File: config.mk
export PLATFORM = sky130hd
export DESIGN_NAME = tdm_slot_timer_flat
export DESIGN_NICKNAME = d
export VERILOG_FILES = /design/src/rtl/tdm_slot_if.sv /design/src/rtl/tdm_slot_timer.sv /design/src/flat_wrapper.sv
export SDC_FILE = /design/constraint.sdc
export NUM_CORES = 1
export LEC_CHECK = 0
export ABC_AREA = 1
export CORE_MARGIN = 2
export CORE_UTILIZATION = 54
export CTS_BUF_LIST = sky130_fd_sc_hd__clkbuf_4 sky130_fd_sc_hd__clkbuf_8 sky130_fd_sc_hd__clkbuf_16
export DETAILED_ROUTE_END_ITERATION = 7
export PLACE_DENSITY = 0.8
export SYNTH_ARGS = -nofsm -noshare
export SYNTH_HDL_FRONTEND = slang
export SYNTH_SLANG_ARGS = --single-unit
File: constraint.sdc
create_clock -name clk -period 7 [get_ports clk]
set_clock_uncertainty 0.15 [all_clocks]
set_input_delay 1.4 -clock clk [delete_from_list [all_inputs] [get_ports clk]]
set_output_delay 1.4 -clock clk [all_outputs]
set_load 0.02 [all_outputs]
File: src/rtl/tdm_slot_if.sv
// Frame-timing bundle between a TDM serial-port controller and its slot timer.
// The master drives tick and configuration; the slave returns the frame position.
interface tdm_slot_if #(
    parameter int CH_W = 4
);
    logic            bclk_tick;
    logic            enable;
    logic [CH_W-1:0] ch_num;
    logic            slot_width_sel;
    logic [2:0]      valid_word_width;

    logic            active;
    logic            frame_start;
    logic [CH_W-1:0] slot_idx;
    logic [4:0]      bit_idx;
    logic            bit_valid;
    logic            word_last;
    logic [5:0]      valid_word_width_real;
    logic            cfg_err;

    modport master (
        output bclk_tick, enable, ch_num, slot_width_sel, valid_word_width,
        input  active, frame_start, slot_idx, bit_idx, bit_valid, word_last,
               valid_word_width_real, cfg_err
    );

    modport slave (
        input  bclk_tick, enable, ch_num, slot_width_sel, valid_word_width,
        output active, frame_start, slot_idx, bit_idx, bit_valid, word_last,
               valid_word_width_real, cfg_err
    );
endinterface

File: src/rtl/tdm_slot_timer.sv
// TDM frame/slot/bit position generator advanced only by serial bit-clock ticks.
//   state | meaning
//   IDLE  | no frame running; waits for a tick with enable to latch config and start
//   RUN   | frame running; config frozen in shadow registers until the next frame start
module tdm_slot_timer #(
    parameter int MAX_CH = 16,
    parameter int CH_W   = $clog2(MAX_CH)
) (
    input  logic        clk,
    input  logic        rst,
    tdm_slot_if.slave   bus
);

    typedef enum logic {
        IDLE = 1'b0,
        RUN  = 1'b1
    } state_t;

    state_t          state_q, state_d;
    logic [CH_W-1:0] slot_q, slot_d;
    logic [CH_W-1:0] sh_ch_q, sh_ch_d;
    logic [4:0]      bit_q, bit_d;
    logic [4:0]      left_q, left_d;
    logic            sh_sw_q, sh_sw_d;
    logic [5:0]      vwr_q, vwr_d;
    logic            fs_q, fs_d;
    logic            err_q, err_d;
    logic            bv_q, bv_d;
    logic            wl_q, wl_d;

    logic [5:0]      dec_width;
    logic [5:0]      slot_bits_in;
    logic [4:0]      slot_last_in;
    logic [4:0]      slot_last_sh;
    logic            latch;

    always_comb begin
        dec_width = 6'd0;
        case (bus.valid_word_width)
            3'd1:    dec_width = 6'd16;
            3'd2:    dec_width = 6'd20;
            3'd3:    dec_width = 6'd24;
            3'd4:    dec_width = 6'd32;
            default: dec_width = 6'd0;
        endcase
    end

    assign slot_bits_in = bus.slot_width_sel ? 6'd32 : 6'd16;
    assign slot_last_in = bus.slot_width_sel ? 5'd31 : 5'd15;
    assign slot_last_sh = sh_sw_q ? 5'd31 : 5'd15;

    // left_q counts the bits remaining in the current slot; zero marks the slot's last bit.
    always_comb begin
        state_d = state_q;
        slot_d  = slot_q;
        bit_d   = bit_q;
        left_d  = left_q;
        sh_ch_d = sh_ch_q;
        sh_sw_d = sh_sw_q;
        vwr_d   = vwr_q;
        err_d   = err_q;
        fs_d    = 1'b0;
        latch   = 1'b0;

        case (state_q)
            IDLE: begin
                if (bus.bclk_tick && bus.enable) begin
                    latch = 1'b1;
                end
            end
            RUN: begin
                if (bus.bclk_tick) begin
                    if (left_q == 5'd0) begin
                        if (slot_q == sh_ch_q) begin
                            if (bus.enable) begin
                                latch = 1'b1;
                            end else begin
                                state_d = IDLE;
                                slot_d  = '0;
                                bit_d   = 5'd0;
                                left_d  = 5'd0;
                            end
                        end else begin
                            slot_d = slot_q + 1'b1;
                            bit_d  = 5'd0;
                            left_d = slot_last_sh;
                        end
                    end else begin
                        bit_d  = bit_q + 5'd1;
                        left_d = left_q - 5'd1;
                    end
                end
            end
            default: state_d = IDLE;
        endcase

        if (latch) begin
            state_d = RUN;
            slot_d  = '0;
            bit_d   = 5'd0;
            left_d  = slot_last_in;
            fs_d    = 1'b1;
            sh_ch_d = bus.ch_num;
            sh_sw_d = bus.slot_width_sel;
            if (dec_width > slot_bits_in) begin
                vwr_d = slot_bits_in;
                err_d = 1'b1;
            end else begin
                vwr_d = dec_width;
            end
        end

        // Qualifiers are computed from next-state values so they register alongside the counters.
        bv_d = (state_d == RUN) && ({1'b0, bit_d} < vwr_d);
        wl_d = (state_d == RUN) && (vwr_d != 6'd0) && ({1'b0, bit_d} == (vwr_d - 6'd1));
    end

    always_ff @(posedge clk or posedge rst) begin
        if (rst) begin
            state_q <= IDLE;
            slot_q  <= '0;
            bit_q   <= 5'd0;
            left_q  <= 5'd0;
            sh_ch_q <= '0;
            sh_sw_q <= 1'b0;
            vwr_q   <= 6'd0;
            fs_q    <= 1'b0;
            err_q   <= 1'b0;
            bv_q    <= 1'b0;
            wl_q    <= 1'b0;
        end else begin
            state_q <= state_d;
            slot_q  <= slot_d;
            bit_q   <= bit_d;
            left_q  <= left_d;
            sh_ch_q <= sh_ch_d;
            sh_sw_q <= sh_sw_d;
            vwr_q   <= vwr_d;
            fs_q    <= fs_d;
            err_q   <= err_d;
            bv_q    <= bv_d;
            wl_q    <= wl_d;
        end
    end

    assign bus.active                = (state_q == RUN);
    assign bus.frame_start           = fs_q;
    assign bus.slot_idx              = slot_q;
    assign bus.bit_idx               = bit_q;
    assign bus.bit_valid             = bv_q;
    assign bus.word_last             = wl_q;
    assign bus.valid_word_width_real = vwr_q;
    assign bus.cfg_err               = err_q;

endmodule

File: src/flat_wrapper.sv
// flat-port wrapper written by rule: the top's interface ports become plain ports
module tdm_slot_timer_flat 
#(
    parameter int MAX_CH = 16,
    parameter int CH_W   = $clog2(MAX_CH)
)
  (clk, rst, bus_bclk_tick, bus_enable, bus_ch_num, bus_slot_width_sel, bus_valid_word_width, bus_active, bus_frame_start, bus_slot_idx, bus_bit_idx, bus_bit_valid, bus_word_last, bus_valid_word_width_real, bus_cfg_err);
  tdm_slot_if #(.CH_W(CH_W)) bus_i ();
  input  logic clk;
  input  logic rst;
  input wire logic [$bits(bus_i.bclk_tick)-1:0] bus_bclk_tick;
  input wire logic [$bits(bus_i.enable)-1:0] bus_enable;
  input wire logic [$bits(bus_i.ch_num)-1:0] bus_ch_num;
  input wire logic [$bits(bus_i.slot_width_sel)-1:0] bus_slot_width_sel;
  input wire logic [$bits(bus_i.valid_word_width)-1:0] bus_valid_word_width;
  output wire logic [$bits(bus_i.active)-1:0] bus_active;
  output wire logic [$bits(bus_i.frame_start)-1:0] bus_frame_start;
  output wire logic [$bits(bus_i.slot_idx)-1:0] bus_slot_idx;
  output wire logic [$bits(bus_i.bit_idx)-1:0] bus_bit_idx;
  output wire logic [$bits(bus_i.bit_valid)-1:0] bus_bit_valid;
  output wire logic [$bits(bus_i.word_last)-1:0] bus_word_last;
  output wire logic [$bits(bus_i.valid_word_width_real)-1:0] bus_valid_word_width_real;
  output wire logic [$bits(bus_i.cfg_err)-1:0] bus_cfg_err;
  assign bus_i.bclk_tick = bus_bclk_tick;
  assign bus_i.enable = bus_enable;
  assign bus_i.ch_num = bus_ch_num;
  assign bus_i.slot_width_sel = bus_slot_width_sel;
  assign bus_i.valid_word_width = bus_valid_word_width;
  assign bus_active = bus_i.active;
  assign bus_frame_start = bus_i.frame_start;
  assign bus_slot_idx = bus_i.slot_idx;
  assign bus_bit_idx = bus_i.bit_idx;
  assign bus_bit_valid = bus_i.bit_valid;
  assign bus_word_last = bus_i.word_last;
  assign bus_valid_word_width_real = bus_i.valid_word_width_real;
  assign bus_cfg_err = bus_i.cfg_err;
  tdm_slot_timer #(.MAX_CH(MAX_CH), .CH_W(CH_W)) u_core (.clk(clk), .rst(rst), .bus(bus_i));
endmodule
Figure 1. Drive-strength map.
Scale: 6 px per um.
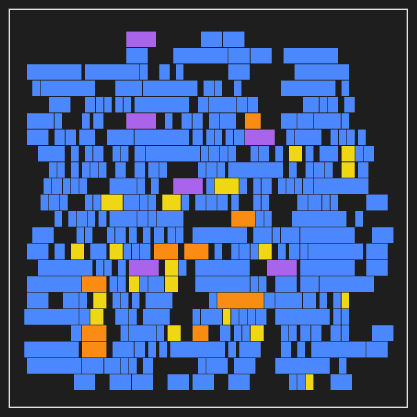
colour	size	cells	share	most used
yellow	x2	19	6.1%	nand2_2
blue	x1 and smaller	279	89%	nand2_1
orange	x3 and x4	9	2.9%	nand2_4
purple	x6 and larger	6	1.9%	clkbuf_8

Figure 2. Metal 1.
Scale: 8 px per um.
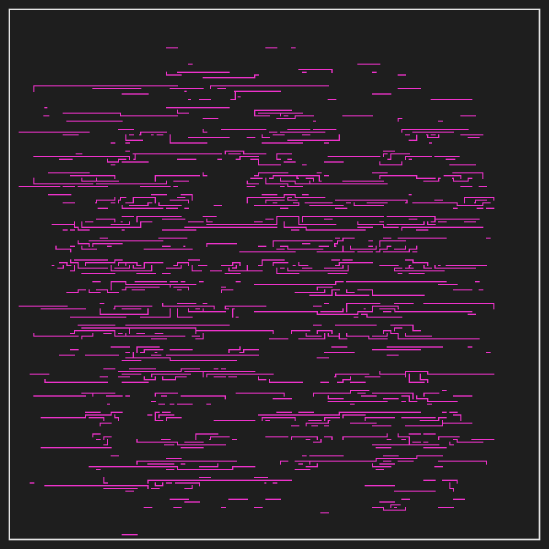
wire length on this layer	1,900 um
main direction	horizontal
vias after detailed routing: 1,859
met1 global-route usage: 29.24%
Routed WL: 4349 um

Figure 3. Routing congestion.
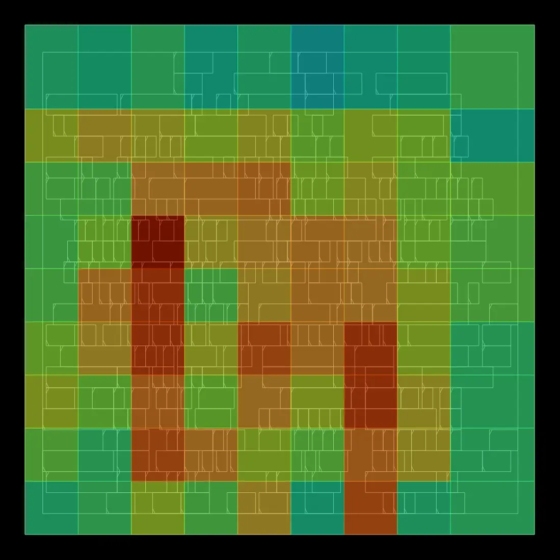
GR peak layer: met2
wire length per cell: 12.05 um
met2 Use GR: 40.63%
M3 GR Usage: 3.578%
total track usage: 23.05%

==> flow_metrics.py <==
# Auto-generated metrics
metrics = {
    "power_and_ir_drop": {
        "switching_share_pct": 40.83,
        "p_comb_uw": 377,
        "leakage_nw": 1.286,
        "seq_cell_power_uw": 267,
        "finalPower_uw": 788.7,
        "combPwrFrac_pct": 47.8,
        "p_int_uw": 466.6,
        "power_frac_seq_pct": 33.9,
        "p_sw_uw": 322.1,
    },
    "cts": {
        "clk_latency_ps": 280,
        "post_cts_resized": 0,
        "ctsHoldBuffers": 0,
    },
    "hold_path": {
        "min_from": "u_core.bus.cfg_err$_DFFE_PP0P_",
        "whs_endpoint": "u_core.bus.cfg_err$_DFFE_PP0P_",
    },
    "worst_setup_path": {
        "worstReg2RegStart": "u_core.left_q[0]$_DFFE_PP0P_",
        "crit_family": "simple AND/OR/NAND/NOR gates",
        "slowest_stage": "clkdlybuf4s50_1",
        "endpoint": "u_core.bus.bit_valid$_DFF_PP0_",
        "timing.critical_path.depth": 19,
        "cp_data_required_time_ps": 7020,
        "endpoint_kind": "flip-flop",
        "max_stage_delay_ps": 460,
    },
    "drt": {
        "firstDrtPassIters": 4,
        "wl_met2_um": 2229,
        "drt_iter0_drc": 170,
        "met1_length_um": 1897,
        "drc_errors": 0,
    },
    "finish": {
        "diodes": 0,
        "nClkBuffers": 6,
        "regArea_sq_um": 750.7,
        "seq_share_pct": 30.00,
        "inverters": 46,
        "dominant_cells": "logic gates",
        "drive_gt1_share_pct": 10.86,
        "signal_buffers": 32,
        "bufAreaShareNonClock_pct": 12.70,
        "fin_util_pct": 67.84,
        "syn2layout_area_growth_pct": 20.19,
        "clk_share_pct": 3.800,
        "nFlopsAndLatches": 30,
    },
    "timing": {
        "tightest_slew_ps": 537.7,
        "setup_viol_count_final": 0,
        "clock.fmax_mhz": 253.4,
        "drv_slew": 0,
        "hold_viol": 0,
        "period_needed_ps": 3947,
    },
    "logic_synthesis": {
        "syn_area_sq_um": 2082,
        "avgSynthCellArea_sq_um": 7.489,
        "ys_chip_area_sq_um": 2082,
        "synth_stat.cells": 278,
        "synth_cells": 278,
    },
    "run": {
        "drv_cap": 0,
    },
    "global_routing": {
        "grt_overflow": 0,
        "grt_pass1_vias": 1777,
    },
    "status": {
        "status": "finished, final reports clean",
    },
    "floorplan": {
        "io_pins": 32,
    },
    "placement": {
        "pre_cts_slack_ps": 2765,
        "portBuffers": 31,
    },
}
==> kinds of logic (layout without fill, tap and decap cells) <==
group / after synthesis / after routing / share of synthesized area, %
simple gates: 140 / 140 / 32.15
fa+ha+maj: 14 / 14 / 8.414
compound gates: 39 / 39 / 10.88
xor+xnor: 4 / 4 / 1.683
buf+inv: 51 / 86 / 10.82
flops: 30 / 30 / 36.06
==> synthesized netlist by cell type, drive strengths merged <==
| cell type | count | area [sq um] |
|---|---|---|
| a21boi | 1 | 11.26 |
| a21o | 1 | 7.510 |
| a21oi | 7 | 35.03 |
| a22oi | 3 | 22.52 |
| a31oi | 1 | 6.260 |
| buf | 5 | 52.55 |
| dfrtp | 30 | 750.7 |
| ha | 14 | 175.2 |
| inv | 46 | 172.7 |
| nand2 | 77 | 346.6 |
| nand3 | 26 | 135.1 |
| nand3b | 3 | 22.52 |
| nand4 | 1 | 21.27 |
| nor2 | 30 | 127.6 |
| nor3 | 2 | 10.01 |
| o211ai | 1 | 7.510 |
| o21ai | 21 | 108.9 |
| o21bai | 2 | 15.01 |
| o22ai | 2 | 12.51 |
| or2 | 1 | 6.260 |
| xnor2 | 1 | 8.760 |
| xor2 | 3 | 26.28 |
==> layout by cell type (no fill, tap or decap) <==
master            n
xnor2_1           1
nand3b_1          3
nand3_1          25
ha_1             14
o21ai_2           1
inv_1            43
a31oi_1           1
nand3_2           1
inv_2             3
nand4_4           1
nor2_4            1
buf_4             1
clkinvlp_4        1
nand2_2           8
o22ai_1           2
o211ai_1          1
nor2_1           26
clkinv_2          1
nor3_1            2
a21oi_1           7
nor2_2            3
clkdlybuf4s50_1  31
xor2_1            3
o21bai_1          2
a22oi_1           3
nand2_1          64
a21o_1            1
dfrtp_1          30
a21boi_2          1
o21ai_1           1
o21ai_0          19
or2_2             1
nand2_4           5
clkbuf_8          6
